Run 1, floorplan with the power grid:
Scale: 6 px per um. Pins as bars on the die edge.
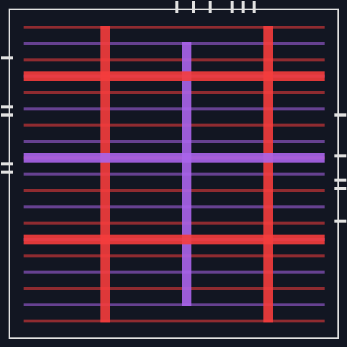
Run 1, signal wires on met2:
Scale: 6 px per um.
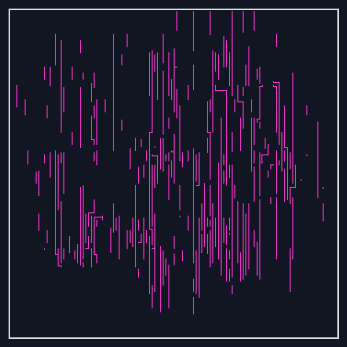
Run 1, where the registers sit:
Scale: 6 px per um.
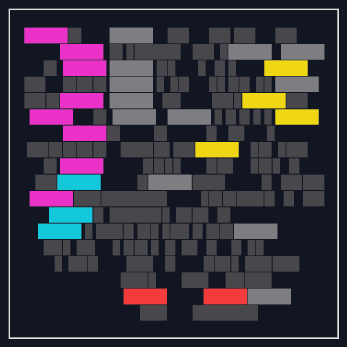
### src/rtl/reset_sequencer.sv
// Synchronises NUM_CHANNELS async active-low reset requests, holds every output low for HOLD_CYCLES,
// then releases the outputs one channel at a time, STAGGER_CYCLES apart, in fixed index order.
module reset_sequencer #(
   parameter int NUM_CHANNELS   = 4,
   parameter int SYNC_STAGES    = 3,
   parameter int HOLD_CYCLES    = 8,
   parameter int STAGGER_CYCLES = 2
) (
   input  logic                    clock,
   input  logic                    reset,
   input  logic [NUM_CHANNELS-1:0] req_resetn_in,
   input  logic                    clear_cause,
   output logic [NUM_CHANNELS-1:0] resetn_out,
   output logic                    all_released,
   output logic [NUM_CHANNELS-1:0] reset_cause
);

   localparam int HOLD_W = (HOLD_CYCLES > 1) ? $clog2(HOLD_CYCLES) : 1;
   localparam int STAG_W = (STAGGER_CYCLES > 1) ? $clog2(STAGGER_CYCLES) : 1;
   localparam int IDX_W  = (NUM_CHANNELS > 1) ? $clog2(NUM_CHANNELS) : 1;

   localparam logic [HOLD_W-1:0] HOLD_LAST = HOLD_W'(HOLD_CYCLES - 1);
   localparam logic [STAG_W-1:0] STAG_LAST = STAG_W'(STAGGER_CYCLES - 1);
   localparam logic [IDX_W-1:0]  IDX_LAST  = IDX_W'(NUM_CHANNELS - 1);

   typedef enum logic [1:0] {
      ST_HOLD    = 2'd0,
      ST_RELEASE = 2'd1,
      ST_RUN     = 2'd2
   } state_t;

   state_t state_q, state_d;

   logic [NUM_CHANNELS-1:0][SYNC_STAGES-1:0] sync_q;
   logic [NUM_CHANNELS-1:0]                  chain_out;
   logic                                     all_sync;
   logic                                     leave;

   logic [HOLD_W-1:0]       hold_cnt, hold_d;
   logic [STAG_W-1:0]       stag_cnt, stag_d;
   logic [IDX_W-1:0]        idx, idx_d;
   logic [NUM_CHANNELS-1:0] resetn_d;
   logic [NUM_CHANNELS-1:0] cause_d;
   logic                    all_rel_d;

   // Reset clears the chains, so every request reads as asserted until it has crossed.
   always_ff @(posedge clock) begin
      if (reset) begin
         sync_q <= '0;
      end else begin
         for (int i = 0; i < NUM_CHANNELS; i++) begin
            sync_q[i] <= {sync_q[i][SYNC_STAGES-2:0], req_resetn_in[i]};
         end
      end
   end

   always_comb begin
      chain_out = '0;
      for (int i = 0; i < NUM_CHANNELS; i++) begin
         chain_out[i] = sync_q[i][SYNC_STAGES-1];
      end
   end

   assign all_sync = &chain_out;
   assign leave    = (state_q != ST_HOLD) && !all_sync;

   always_ff @(posedge clock) begin
      if (reset) begin
         state_q <= ST_HOLD;
      end else begin
         state_q <= state_d;
      end
   end

   always_comb begin
      state_d = state_q;
      case (state_q)
         ST_HOLD: begin
            if (all_sync && (hold_cnt == HOLD_LAST)) begin
               state_d = (NUM_CHANNELS == 1) ? ST_RUN : ST_RELEASE;
            end
         end
         ST_RELEASE: begin
            if (!all_sync) begin
               state_d = ST_HOLD;
            end else if ((stag_cnt == STAG_LAST) && (idx == IDX_LAST)) begin
               state_d = ST_RUN;
            end
         end
         ST_RUN: begin
            if (!all_sync) begin
               state_d = ST_HOLD;
            end
         end
         default: state_d = ST_HOLD;
      endcase
   end

   always_comb begin
      hold_d   = hold_cnt;
      stag_d   = stag_cnt;
      idx_d    = idx;
      resetn_d = resetn_out;
      // A new set lands on top of a same-edge clear.
      cause_d  = (clear_cause ? '0 : reset_cause) | (leave ? ~chain_out : '0);
      case (state_q)
         ST_HOLD: begin
            resetn_d = '0;
            if (!all_sync) begin
               hold_d = '0;
            end else if (hold_cnt != HOLD_LAST) begin
               hold_d = hold_cnt + 1'b1;
            end else begin
               resetn_d[0] = 1'b1;
               idx_d       = IDX_W'(1);
               stag_d      = '0;
            end
         end
         ST_RELEASE: begin
            if (leave) begin
               resetn_d = '0;
               hold_d   = '0;
               idx_d    = '0;
            end else if (stag_cnt == STAG_LAST) begin
               for (int k = 0; k < NUM_CHANNELS; k++) begin
                  if (idx == IDX_W'(k)) begin
                     resetn_d[k] = 1'b1;
                  end
               end
               stag_d = '0;
               if (idx != IDX_LAST) begin
                  idx_d = idx + 1'b1;
               end
            end else begin
               stag_d = stag_cnt + 1'b1;
            end
         end
         ST_RUN: begin
            if (leave) begin
               resetn_d = '0;
               hold_d   = '0;
               idx_d    = '0;
            end else begin
               resetn_d = '1;
            end
         end
         default: begin
            resetn_d = '0;
            hold_d   = '0;
            idx_d    = '0;
         end
      endcase
      all_rel_d = &resetn_d;
   end

   always_ff @(posedge clock) begin
      if (reset) begin
         hold_cnt     <= '0;
         stag_cnt     <= '0;
         idx          <= '0;
         resetn_out   <= '0;
         all_released <= 1'b0;
         reset_cause  <= '0;
      end else begin
         hold_cnt     <= hold_d;
         stag_cnt     <= stag_d;
         idx          <= idx_d;
         resetn_out   <= resetn_d;
         all_released <= all_rel_d;
         reset_cause  <= cause_d;
      end
   end

endmodule

### config.mk
export PLATFORM = sky130hd
export DESIGN_NAME = reset_sequencer
export DESIGN_NICKNAME = d
export VERILOG_FILES = /design/src/rtl/reset_sequencer.sv
export SDC_FILE = /design/constraint.sdc
export NUM_CORES = 1
export LEC_CHECK = 0
export CORE_MARGIN = 2
export CORE_UTILIZATION = 51
export DETAILED_ROUTE_END_ITERATION = 6
export PLACE_DENSITY = 0.74
export RECOVER_POWER = 25
export SYNTH_ARGS = -nofsm -noshare
export SYNTH_HDL_FRONTEND = slang
export SYNTH_SLANG_ARGS = --single-unit
### constraint.sdc
create_clock -name clock -period 4 [get_ports clock]
set_input_delay 0.4 -clock clock [delete_from_list [all_inputs] [get_ports clock]]
set_output_delay 0.4 -clock clock [all_outputs]
set_load 0.005 [all_outputs]
==> notes.org, run 1 <==
* Implementation run

** Clocking
- Looking at the clock tree report, the root buffer type is clkbuf_4.
- For reference, the clock transition at the flip-flops on the worst setup and hold paths is about 0.10 ns.
- Number of clock buffers inserted by TritonCTS :: 5
- The clock passes through at most 2 buffers.
- Total clock sinks :: 29
- After clock tree synthesis, the setup repair step added 0 buffers.
- Number of resized instances in the post-cts repair step :: 0
- The H-tree was split into 2 levels.
- Clock Latency Late Sink :: about 0.32 ns
- TritonCTS built the clock tree.
- The post-CTS hold buffer count recorded in the log is 0.

** Place
- Final GP Congestion :: 0.847
- Once detailed placement completed, the half-perimeter wirelength came to around 1700 um.
- The detailed placer reported the number of placed instances as 181.
- Number of input and output port buffers inserted :: 15

** Job
- Max cap viols :: 0
- Stage-log warning count :: 32

** Worst setup path
- In this run the critical register-to-register path is launched from state_q[0]$_SDFFE_PP0P_.
- The required time at the worst endpoint is listed as approximately 4.2 ns.
- The worst-case reg-to-reg setup slack stands at roughly 2.1 ns.
- Kind of critical path :: register to register
- Endpoint of the lowest-slack register-to-register path :: hold_cnt[1]$_SDFFE_PP0P_
- Per the timing report, the biggest fanout along the worst path comes to 15.
- R2r worst-path depth :: 5
- Kind of start point of the critical path :: register
- Kind of end point of the critical path :: register
- Arrival time at the worst endpoint :: 2.08 ns

** Logic synthesis
- Syn avg cell area :: between 9 and 10 um2
- For this run, asynchronously set or reset flops after synthesis account for 0.
- Post-synthesis instance total :: between 100 and 150
- After synthesis the netlist holds a flip-flop and latch count of 29.
- In this run the cell area of the synthesized design comes to roughly 0.0013 mm2.
- Top FF cell, synth :: dfxtp_1
- Yosys Instances :: 143
- Number of warnings printed during yosys synthesis :: 0
- Yosys cell types :: 33
- Yosys reports a chip area of 0.00130 mm2.
- Post-Syn Nets :: about 160
- The share of the Yosys chip area taken by registers is 0.445.
- Post-synth EDFFs :: 0

** Floorplan
- Die extent in y :: approximately 55 um
- The initialized floorplan defines 18 standard-cell rows.
- The die covers approximately 0.0030 mm2.
- The floorplan step set the die width to about 55 um.
- For this design the top-level I/O count stands at 16.
- In the floorplan report the effective utilization is 0.531.
- The core region is 0.00245 mm2.

** Layout
- For this run, the number of standard cells in the final layout without fillers is 189.
- Final layout net count :: roughly 180
- The repair_antennas step left the layout with diodes totalling 0.
- The flow measured a signed area growth from synthesis to layout of 19.5%.
- The most common logic cells in the final layout are dfxtp_1 (29), nor2_1 (21), a21oi_1 (17), clkdlybuf4s50_1 (14), nor2b_1 (12).
- Highest-count logic cell in the final layout :: dfxtp_1
- The filler cells instantiated in the layout total between 200 and 250.
- Share of post-route cells with drive strength above 1 :: 0.0881

** STA
- Highest achievable clock rate :: 535 MHz
- For the final database, setup skew stands at approximately 0.0094 ns.
- Hold is met by between 0.4 and 0.5 ns.
- Setup repair after global routing missed its margin :: no
- Final setup fails :: 0
- Final count of hold timing violations :: 0
- In the final timing run, aggregate negative setup slack is 0 ns.
- Min Tclk post-route :: around 1.9 ns
- Final max-slew violation count :: 0
- Slew headroom :: 0.376
- Final period util :: 0.468
- Slew of the pin with the lowest slew margin :: about 0.93 ns

** Global routing
- Entering global routing, the biggest net connects 27 pins.
- Total global-route track usage over all layers is 0.183.
- Wire length of the first global-routing pass :: 3780 um
- Vias in the first global route :: about 860
- Per the GRT congestion report, total overflow comes to 0.
- Antenna violations before repair :: 0

** Route
- Average via count per standard cell :: ~5.4
- The violation tally recorded at the end of detailed-routing iteration 0 is 23.
- Once detail routing completed, the nets flagged for antenna violations numbered 0.
- Aggregate routed wire length :: 2350 um
- DRT Pass-1 Iters :: 4
- Drt drc :: 0
- Summing over every cut layer, the via total after detailed routing is around 1,000.
- TritonRoute output was used to compute an average wire per cell of between 10 and 15 um.

** Power
- Peak supply drop :: between 0.0003 and 0.0004 V
- The leakage power in the latest report is about 0.6 nW.
- Total power density per cell area :: 419 mW/mm2

** Worst hold path
- Note that the worst hold path type here is register to register.
- Hold worst-path end :: chain_out[1]$_SDFF_PP0_
- Hold analysis shows the worst path with a depth of 1.
- Min-Delay Startpoint :: sync_q[4]$_SDFF_PP0_

** Run status
- Outcome :: completed
Notes on 'floorplan with the power grid' above:
color	net
red	VSS
purple	VDD
rows	18
met4 straps	3

Notes on 'signal wires on met2' above:
wire length on this layer	1,120 um
nets with wire on the layer	144
main direction	vertical
longest straight run	26.2 um
share of all routed wire	48%

Notes on 'where the registers sit' above:
color	signal	flops
magenta	`sync_q`	8
cyan	`hold_cnt`	3
yellow	`resetn_out`	4
red	`state_q`	2
not colored	12
fraction of area in registers: 0.373
sequential power: 0.305 mW
utilization after layout: 0.635
area used by sequential logic in the layout: 581 um2

-- run 1: synthesized netlist by cell type, types with 2 or more instances --
master	number	area (um2)
buf_2	2	10.0
ha_1	10	125
a31oi_1	3	18.8
inv_1	8	30.0
nor2_1	21	78.8
o21ai_0	4	20.0
clkbuf_1	4	15.0
a21oi_1	17	85.1
nor4_1	2	12.5
nand3_1	2	10.0
dfxtp_1	29	581
a21o_1	2	15.0
nor2b_1	12	75.1
a311oi_1	3	26.3
nand2_1	6	22.5
-- run 1: metal layers --
| layer | part of all wire | vias up | track usage |
|---|---|---|---|
| met4 | 0.0094 | 0 | 0.0792 |
| met2 | 0.48 | 21 | 0.297 |
| met1 | 0.47 | 474 | 0.222 |
| met3 | 0.043 | 4 | 0.0574 |
| li1 | - | 529 | - |
| met5 | 0 | - | 0 |
-- run 1: power breakdown --
| group | leakage (nW) | switching [mW] | internal [mW] | total (mW) |
|---|---|---|---|---|
| Combinational | 0.295 | 0.0262 | 0.0264 | 0.0526 |
| Sequential | 0.236 | 0.00597 | 0.299 | 0.305 |
| Clock | 0.0552 | 0.102 | 0.194 | 0.296 |
| Total | 0.586 | 0.135 | 0.519 | 0.653 |
-- run 1: sequential cells by signal, summed over array words and instances (netlist names), 2 cells and up --
name         flops
reset_cause      4
chain_out        4
state_q          2
resetn_out       4
idx              2
sync_q           8
hold_cnt         3
-- run 1: worst max-delay path: stages (launching register included) --
cell	delay, ns
dfxtp_1	0.36
inv_1	0.11
ha_1	0.51
nor4b_4	0.40
a21oi_1	0.11
a311oi_1	0.27
-- run 1: through the flow --
step                cell area, um2  power, mW  setup WS (ns)
floorplan                     1300      0.343           2.48
global placement              1460      0.362           2.08
detailed placement            1460      0.365           2.04
CTS                           1560      0.656           2.11
global route                  1560      0.678           1.99
finish                        1560      0.653           2.13
-- run 1: kinds of logic after synthesis --
group | after synthesis | share of synthesized area
compound gates | 38 | 0.191
fa+ha+maj | 10 | 0.0960
buf+inv | 15 | 0.0509
flops | 29 | 0.445
simple gates | 51 | 0.217
-- run 1: cell type report --
type | instances | area (um2) | share of cell area
Timing Repair Buffer | 15 | 150 | 0.0964
Multi-Input combinational cell | 99 | 657 | 0.422
Clock buffer | 5 | 37.5 | 0.0241
Sequential cell | 29 | 581 | 0.373
Tap cell | 30 | 37.5 | 0.0241
Inverter | 8 | 30.0 | 0.0193
Clock inverter | 3 | 65.1 | 0.0418
-- run 1: how the worst max path moves through the flow --
stage	from	slack [ns]	cells after the start	endpoint
5_1_grt	state_q[0]$_SDFFE_PP0P_	1.99	5	hold_cnt[2]$_SDFFE_PP0P_
6_report	state_q[0]$_SDFFE_PP0P_	2.13	5	hold_cnt[1]$_SDFFE_PP0P_
2_1_floorplan	state_q[0]$_SDFFE_PP0P_	2.48	5	hold_cnt[1]$_SDFFE_PP0P_
3_3_place_gp	reset	2.08	4	resetn_out[1]$_SDFF_PP0_
3_5_place_dp	reset	2.04	4	resetn_out[2]$_SDFF_PP0_
4_1_cts	state_q[0]$_SDFFE_PP0P_	2.11	5	hold_cnt[1]$_SDFFE_PP0P_
## Run 2: what changed since run 1
==> constraint.sdc (replaced) <==
create_clock -name clock -period 1.9 [get_ports clock]
set_input_delay 0.19 -clock clock [delete_from_list [all_inputs] [get_ports clock]]
set_output_delay 0.19 -clock clock [all_outputs]
set_load 0.005 [all_outputs]
Run 2, placement density heat map:
Scale: 6 px per um. The die is cut into 11 by 11 equal tiles; black is low, pale yellow is high, 0 to 100% covered.
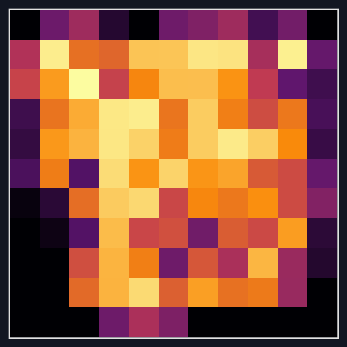
densest ninth of the die	center
tiles over 75% full	31%
emptiest ninth of the die	lower left
fullest tile	99%
area of the core region: 0.00245 mm2
fp_density: 0.531

Run 2, where the registers sit:
Scale: 6 px per um.
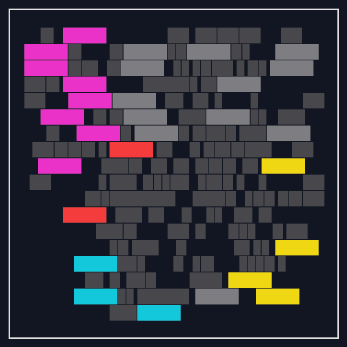
color	signal	flops
yellow	`resetn_out`	4
red	`state_q`	2
cyan	`hold_cnt`	3
magenta	`sync_q`	8
not colored	12

Run 2, signal wires on met2:
Scale: 6 px per um.
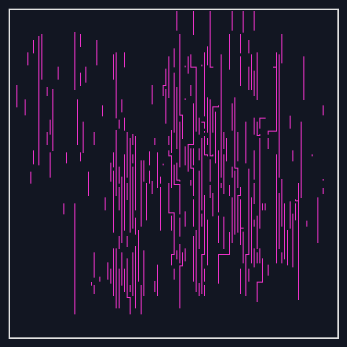
longest straight run	21.4 um
wire length on this layer	1,190 um
nets with wire on the layer	144
vias post-DR: 1,060
aggregate routed wire length: 2500 um
GRT met2 Usage: 0.319

==> notes.org, run 2 <==
* Implementation run

** Worst hold path
- Class of the most critical hold timing path :: input port to register
- Hold worst-path end :: sync_q[0]$_SDFF_PP0_
- Cell depth of the worst hold path :: 2
- Looking at hold timing, the worst path starts from req_resetn_in[0].

** Worst setup path
- Endpoint of the lowest-slack register-to-register path :: hold_cnt[1]$_SDFFE_PP0P_
- R2r worst-path depth :: 5
- STA lists the startpoint of the worst register-to-register path as state_q[0]$_SDFFE_PP0P_.
- STA classifies the critical path startpoint as a register.
- Arrival time at the worst endpoint :: around 1.9 ns

** Global routing
- Antenna violations before repair :: 0
- Summed over all routing layers, the global router reports a total usage of 0.202.
- GRT busiest layer :: met2
- Fraction of met1 tracks used by global routing :: 0.236
- The first global-routing pass estimated about 4100 um of wire.
- The global route stage reports its total congestion overflow as 0.
- In the global route stage, met3 resource usage came out at 0.0847.

** STA
- Setup repair after global routing missed its margin :: no
- Headroom to the max-slew limit came out at 0.610.
- Static timing analysis puts the maximum clock frequency at 600 MHz.
- Total Neg Setup Slack :: 0 ns
- Post-route period utilization is reported as 0.877.
- In the final report, the number of hold violations comes to 0.
- Endpoints with negative setup slack in the final report add up to 0.
- After layout, the setup clock skew is reported as 0.00607 ns.

** Clocking
- For this design, the CTS-stage hold fixing added 0 buffers.
- The clock drives 29 sinks.
- For reference, the clock transition at the flip-flops on the worst setup and hold paths is about 0.1 ns.
- The root buffer cell chosen for the clock tree is clkbuf_4.
- Clock Latency Late Sink :: roughly 0.33 ns
- In this run, post-CTS repair resized a total of 0 instances.
- Number of H-tree branching levels :: 2
- Buffers inserted during clock tree synthesis total 5.

** Job
- Max cap viols :: 0
- OpenROAD emitted warnings numbering 32.

** Floorplan
- For reference, the placement row count at floorplan is 18.
- Chip Footprint :: ~0.0030 mm2
- Die extent in y :: around 55 um

** Layout
- Share of post-route cells with drive strength above 1 :: 0.0988
- Highest-count logic cell in the final layout :: dfxtp_1
- Antenna fix cells :: 0
- Fill cells in the final layout number 194.
- Reg with most FFs :: sync_q
- Area grow syn2layout :: 19.5%
- Top logic cells by instance count in the layout :: dfxtp_1 (29), nor2_1 (21), a21oi_1 (17), clkdlybuf4s50_1 (14), nor2b_1 (12)

** Route
- The script parses the final routing iteration and logs DRC violations as 0.
- Average via count per standard cell :: around 5.5
- Per the post-route antenna check, the number of violating nets is 0.
- Post-detailed-route wirelength per cell :: 13.0 um

** Run status
- Outcome :: completed

** Power
- Internal :: between 0.9 and 1 mW
- The power report attributes to the clock group a share of 0.400.
- Net switching power :: between 0.2 and 0.3 mW
- For this design the ratio of total power to cell area is between 800 and 900 mW/mm2.
- The leakage power in the latest report is just under 0.6 nW.
- Across the VDD grid, the largest voltage drop is approximately 0.00067 V.

** Logic synthesis
- Counting every net in the synthesized netlist gives around 160.
- Most popular library cell in the synthesized design by count :: dfxtp_1
- The gate-level netlist out of Yosys references 33 unique cell types.
- Seq share, synth :: 0.445
- Share of flip-flops with an asynchronous set or reset after synthesis :: 0
- Syn avg cell area :: around 9.1 um2
- After technology mapping, the gate count stands at ~140.
- Once synthesis finished, the tally of register bits stood at 29.

** Place
- DPL Wire Length :: 1750 um
- Number of input and output port buffers inserted :: 15
run 2: netlist changes by cell type in the layout (fill, tap and decap cells not counted):
cell / previous run / this run
clkbuf_1: 0 / 1
clkinv_2: 1 / 0
clkinvlp_4: 0 / 1
clkinv_4: 0 / 1
bufinv_16: 2 / 1
buf_4: 0 / 2
run 2: power by group through the flow:
stage                     clock network (mW)  logic (mW)  registers, mW
after global routing                   0.548       0.130          0.645
after detailed placement                   0       0.117          0.656
after global placement                     0       0.114          0.655
after floorplan                            0      0.0678          0.654
after CTS                              0.519       0.118          0.642
final                                  0.506       0.117          0.642
run 2: worst max-delay path by stage:
stage	startpoint	cells past startpoint	slack, ns	to
2_1_floorplan	state_q[0]$_SDFFE_PP0P_	5	0.38	hold_cnt[2]$_SDFFE_PP0P_
3_3_place_gp	state_q[0]$_SDFFE_PP0P_	5	0.30	hold_cnt[1]$_SDFFE_PP0P_
3_5_place_dp	state_q[0]$_SDFFE_PP0P_	5	0.26	hold_cnt[2]$_SDFFE_PP0P_
4_1_cts	state_q[0]$_SDFFE_PP0P_	5	0.22	hold_cnt[1]$_SDFFE_PP0P_
5_1_grt	state_q[0]$_SDFFE_PP0P_	5	0.07	hold_cnt[1]$_SDFFE_PP0P_
6_report	state_q[0]$_SDFFE_PP0P_	5	0.23	hold_cnt[1]$_SDFFE_PP0P_
run 2: cells by family (layout without fill, tap and decap cells):
group,count (synthesis),in the layout,synth area share
compound gates,38,38,0.191
fa+ha+maj,10,10,0.0960
buf+inv,15,34,0.0509
flops,29,29,0.445
simple gates,51,51,0.217
run 2: critical path, cell delays in order, from the launching register on:
cell and delay [ns]:
dfxtp_1 0.39, inv_1 0.10, ha_1 0.36, nor4b_4 0.39, nand2_1 0.10, a311oi_1 0.25
run 2: layout make-up:
cell class | instances | area [um2] | share of cell area
multi-input cells | 99 | 657 | 0.422
flip-flops and latches | 29 | 581 | 0.373
repair buffers | 18 | 169 | 0.108
clock inverters | 3 | 46.3 | 0.0297
clock buffers | 5 | 37.5 | 0.0241
well taps | 30 | 37.5 | 0.0241
inverters | 8 | 30.0 | 0.0193
run 2: layer usage:
| metal | wire [um] | part of all wire |
|---|---|---|
| met3 | 114 | 0.046 |
| met2 | 1190 | 0.48 |
| met4 | 47 | 0.019 |
| met1 | 1140 | 0.46 |
| met5 | 0 | 0 |
run 2: stage by stage:
step	setup slack (ns)	power [mW]	area, um2	cells	util
after floorplan	0.379	0.722	1300	143	-
after detailed placement	0.256	0.773	1480	184	0.602
final	0.234	1.27	1560	192	0.635
after global routing	0.0658	1.32	1560	192	0.635
after CTS	0.218	1.28	1560	192	0.636
after global placement	0.302	0.769	1480	184	0.602
Power and IR drop assume default switching activity.
